<file path="src/rtl/fifo_pkt_writer.sv">
// Packet framer for the async FIFO write port.
// Emits header (seq), payload, trailer (XOR checksum).
module fifo_pkt_writer #(
  parameter int WIDTH   = 8,
  parameter int MAX_LEN = 16,
  localparam int CW     = $clog2(MAX_LEN + 1)
) (
  input  logic             wr_clk,
  input  logic             wr_rstn,
  input  logic             s_valid,
  input  logic [WIDTH-1:0] s_data,
  input  logic             s_last,
  output logic             s_ready,
  input  logic             fifo_full,
  output logic             fifo_wr_en,
  output logic [WIDTH-1:0] fifo_wr_data,
  output logic [15:0]      pkt_count,
  output logic             trunc_err,
  output logic             busy
);

  typedef enum logic [2:0] {
    IDLE, DATA, TRL, TRL_T, DROP
  } state_e;

  state_e           state_q, state_d;
  logic [WIDTH-1:0] seq_q, seq_d;
  logic [WIDTH-1:0] csum_q, csum_d;
  logic [CW-1:0]    len_q, len_d;
  logic [15:0]      pkt_q, pkt_d;
  logic             trunc_q, trunc_d;

  always_ff @(posedge wr_clk or negedge wr_rstn) begin
    if (!wr_rstn) begin
      state_q <= IDLE;
      seq_q   <= '0;
      csum_q  <= '0;
      len_q   <= '0;
      pkt_q   <= '0;
      trunc_q <= 1'b0;
    end else begin
      state_q <= state_d;
      seq_q   <= seq_d;
      csum_q  <= csum_d;
      len_q   <= len_d;
      pkt_q   <= pkt_d;
      trunc_q <= trunc_d;
    end
  end

  always_comb begin
    state_d = state_q;
    seq_d   = seq_q;
    csum_d  = csum_q;
    len_d   = len_q;
    pkt_d   = pkt_q;
    trunc_d = 1'b0;
    unique case (state_q)
      IDLE: begin
        if (s_valid && !fifo_full) begin
          csum_d  = '0;
          len_d   = '0;
          state_d = DATA;
        end
      end
      DATA: begin
        if (s_valid && !fifo_full) begin
          csum_d = csum_q ^ s_data;
          len_d  = len_q + CW'(1);
          if (s_last)
            state_d = TRL;
          else if (len_q + CW'(1) == CW'(MAX_LEN))
            state_d = TRL_T;
        end
      end
      TRL, TRL_T: begin
        if (!fifo_full) begin
          seq_d   = seq_q + WIDTH'(1);
          pkt_d   = pkt_q + 16'd1;
          trunc_d = (state_q == TRL_T);
          state_d = (state_q == TRL_T) ? DROP : IDLE;
        end
      end
      DROP: begin
        if (s_valid && s_last)
          state_d = IDLE;
      end
      default: state_d = IDLE;
    endcase
  end

  always_comb begin
    s_ready      = 1'b0;
    fifo_wr_en   = 1'b0;
    fifo_wr_data = '0;
    unique case (state_q)
      IDLE: begin
        fifo_wr_en = s_valid && !fifo_full;
        if (fifo_wr_en)
          fifo_wr_data = seq_q;
      end
      DATA: begin
        s_ready      = !fifo_full;
        fifo_wr_en   = s_valid && !fifo_full;
        fifo_wr_data = s_data;
      end
      TRL, TRL_T: begin
        fifo_wr_en   = !fifo_full;
        fifo_wr_data = csum_q;
      end
      DROP: s_ready = 1'b1;
      default: ;
    endcase
  end

  assign pkt_count = pkt_q;
  assign trunc_err = trunc_q;
  assign busy      = (state_q != IDLE);

endmodule

</file>
<file path="config.mk">
export PLATFORM = sky130hd
export DESIGN_NAME = fifo_pkt_writer
export DESIGN_NICKNAME = d
export VERILOG_FILES = /design/src/rtl/fifo_pkt_writer.sv
export SDC_FILE = /design/constraint.sdc
export NUM_CORES = 1
export LEC_CHECK = 0
export ABC_AREA = 1
export CAP_MARGIN = 0
export CORE_ASPECT_RATIO = 1.1
export CORE_UTILIZATION = 55
export DETAILED_ROUTE_END_ITERATION = 10
export GPL_TIMING_DRIVEN = 0
export PLACE_DENSITY = 0.83
export SKIP_CTS_REPAIR_TIMING = 1
export SLEW_MARGIN = 30
export SYNTH_ARGS = -nofsm -noshare
export SYNTH_HDL_FRONTEND = slang
export SYNTH_SLANG_ARGS = --single-unit
export TNS_END_PERCENT = 20
</file>
<file path="constraint.sdc">
create_clock -name wr_clk -period 2.5 [get_ports wr_clk]
set_input_delay 0.25 -clock wr_clk [delete_from_list [all_inputs] [get_ports wr_clk]]
set_output_delay 0.25 -clock wr_clk [all_outputs]
set_load 0.02 [all_outputs]
</file>
==> results_slide.txt <==
Flow Results at a Glance

Run status
  – Run status: complete, no violations

Setup path
  – Max incr delay on CP: 650 ps
  – Delay-heaviest family, CP: buffers and inverters
  – RR Startpoint: state_q[2]$_DFFE_PN0P_
  – WP depth: 5
  – R2R depth: 8
  – CP max stage cell: clkdlybuf4s50_1
  – CP endpoint: fifo_wr_data[5]
  – Worst setup SP type: flop
  – R2R Path End: pkt_count[10]$_DFFE_PN0P_
  – Critical path peak fanout: 10
  – CP required: 2250 ps
  – Worst path cell trace: nor3_4, buf_4, a22oi_1, o31ai_1, clkdlybuf4s50_1
  – Crit end category: output pin

Global route
  – Grt met1 use: 31.6%
  – Largest net degree at the start of global routing: 28
  – First-pass GRT wire length: 8590 um
  – Total GRT Usage: 25.4%

Power
  – Largest Pwr Group: combinational logic
  – Lkg Pwr: 1.36 nW
  – Power Density: 907 nW/um2
  – Switch share: 41.8%
  – Combinational Power: 0.00116 W

Placed design
  – Cell Area, Placed: 2740 um2
  – I/O Buffers: 40
  – Detailed Place HPWL: 3680 um
  – GP Congestion: 0.852
  – Placed Cells: 374

Final layout
  – Fin area: 2860 um2
  – Sequential Area: 1030 um2
  – Number of clock buffers in the layout: 6
  – Fin cells: 383
  – End-of-flow core utilization: 72.1%
  – Clock tree cell share of total cell area: 2.89%

Logic synthesis
  – Comb area leader: simple AND/OR/NAND/NOR gates
  – Dominant flop cell: dfrtp_1
  – Seq/Total Area, Yosys: 45.4%
  – Yosys Chip Area: 2260 um2
  – Area fraction in mux cells: 0%
  – Cells in synth_stat.txt: 281
  – Dominant cell area share: 45.4%
  – Unique cell types: 27
  – Asr flop ratio synth: 100%
  – Count of library flops with an enable pin: 0
  – Adder Share, Synth: 1.66%
  – Synth top area cells: dfrtp_1 45%, nand2_1 12%, xor2_1 6.2%

Detailed routing
  – WL met2: 2440 um
  – Final ANT Viol Nets: 0
  – Initial DRC count: 147
  – First-pass DRT Iterations: 5
  – # DRC: 0
  – Drt wl/cell: 13.1 um

Die
  – Core area: 3960 um2
  – Well Taps: 52
  – Die Wd: 63.1 um
  – # rows: 24
  – Io pins: 41

Clocking
  – # clock sinks: 41
  – CTS H-tree depth: 2
  – Num CTS Buffers: 5
  – CTS tree: done

Timing
  – Final worst setup slack: 88.4 ps
==> cells in the final DEF, fill, tap and decap left out, types with 6 or more instances in the layout <==
cell type and instances:
dlymetal6s2s_1 6, dfrtp_1 41, nand4_1 6, nand3_1 14, nor2_1 31, nand2_1 71, clkdlybuf4s50_1 33, a21oi_1 6
o21ai_0 24, a22oi_1 7, xor2_1 16, inv_1 30
==> through the flow <==
step | TNS, ps | hold slack (ps)
floorplan | 0 | -45.6
global placement | -304 | 457
detailed placement | -263 | 193
CTS | -300 | -125
global route | 0 | 438
finish | 0 | 400
==> logic make-up (layout without fill, tap and decap cells) <==
family,count (synthesis),in the layout
buffers and inverters,37,87
flip-flops,41,41
XOR/XNOR,20,20
adder cells (fa/ha/maj),3,3
AND-OR/OR-AND,43,43
AND/OR/NAND/NOR,137,137
Fig. 1: close-up of the layout
Window x 32 to 62, y 2 to 32 um. Cells in gray, sequential cells in the stronger gray; small squares are vias.
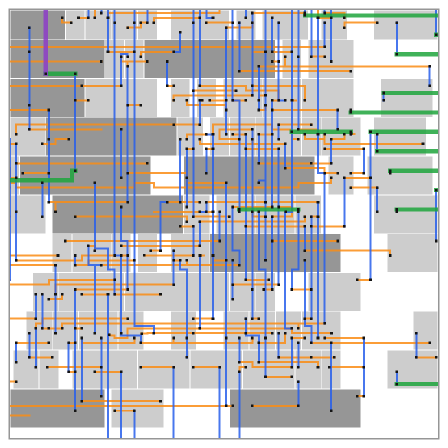
- orange: met1
- blue: met2
- purple: met4
- green: met3
- cells with their middle in the window: 78
- netlist names of flops here include: csum_q (6), seq_q (4)
- sequential cells in the window: 10
- most frequent: o21ai_0 (10), dfrtp_1 (10), clkdlybuf4s50_1 (9)

Fig. 2: clock nets
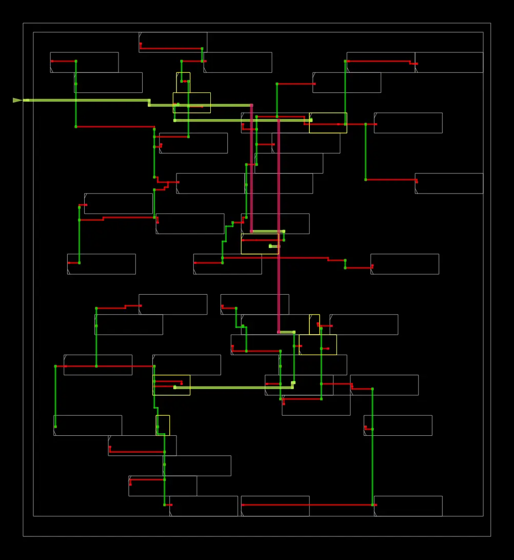
clock latency on the worst-skew pair: 290 ps
num sequential: 41
Clock net power: 0.000421 W

Fig. 3: sequential cells colored by netlist name
The bar under the picture is 20 um long.
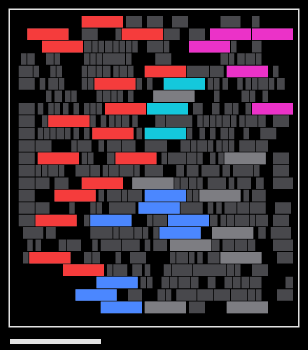
- red: pkt_count (flops 16)
- magenta: len_q (flops 5; where top right)
- cyan: state_q (flops 3)
- blue: seq_q (flops 8)

Fig. 4: clock wires, drivers and flops
The bar under the picture is 20 um long.
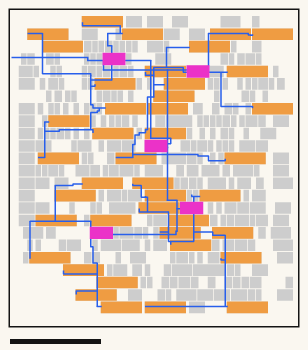
- orange: flip-flops (count 41)
- magenta: cells driving clock nets (count 5)
- blue: clock wires (length 510 um)
- routed clock nets: 6
clock share of power: 16.2%
skew final: 9.97 ps

No activity file was given, so power comes from the tool's default toggle rates.
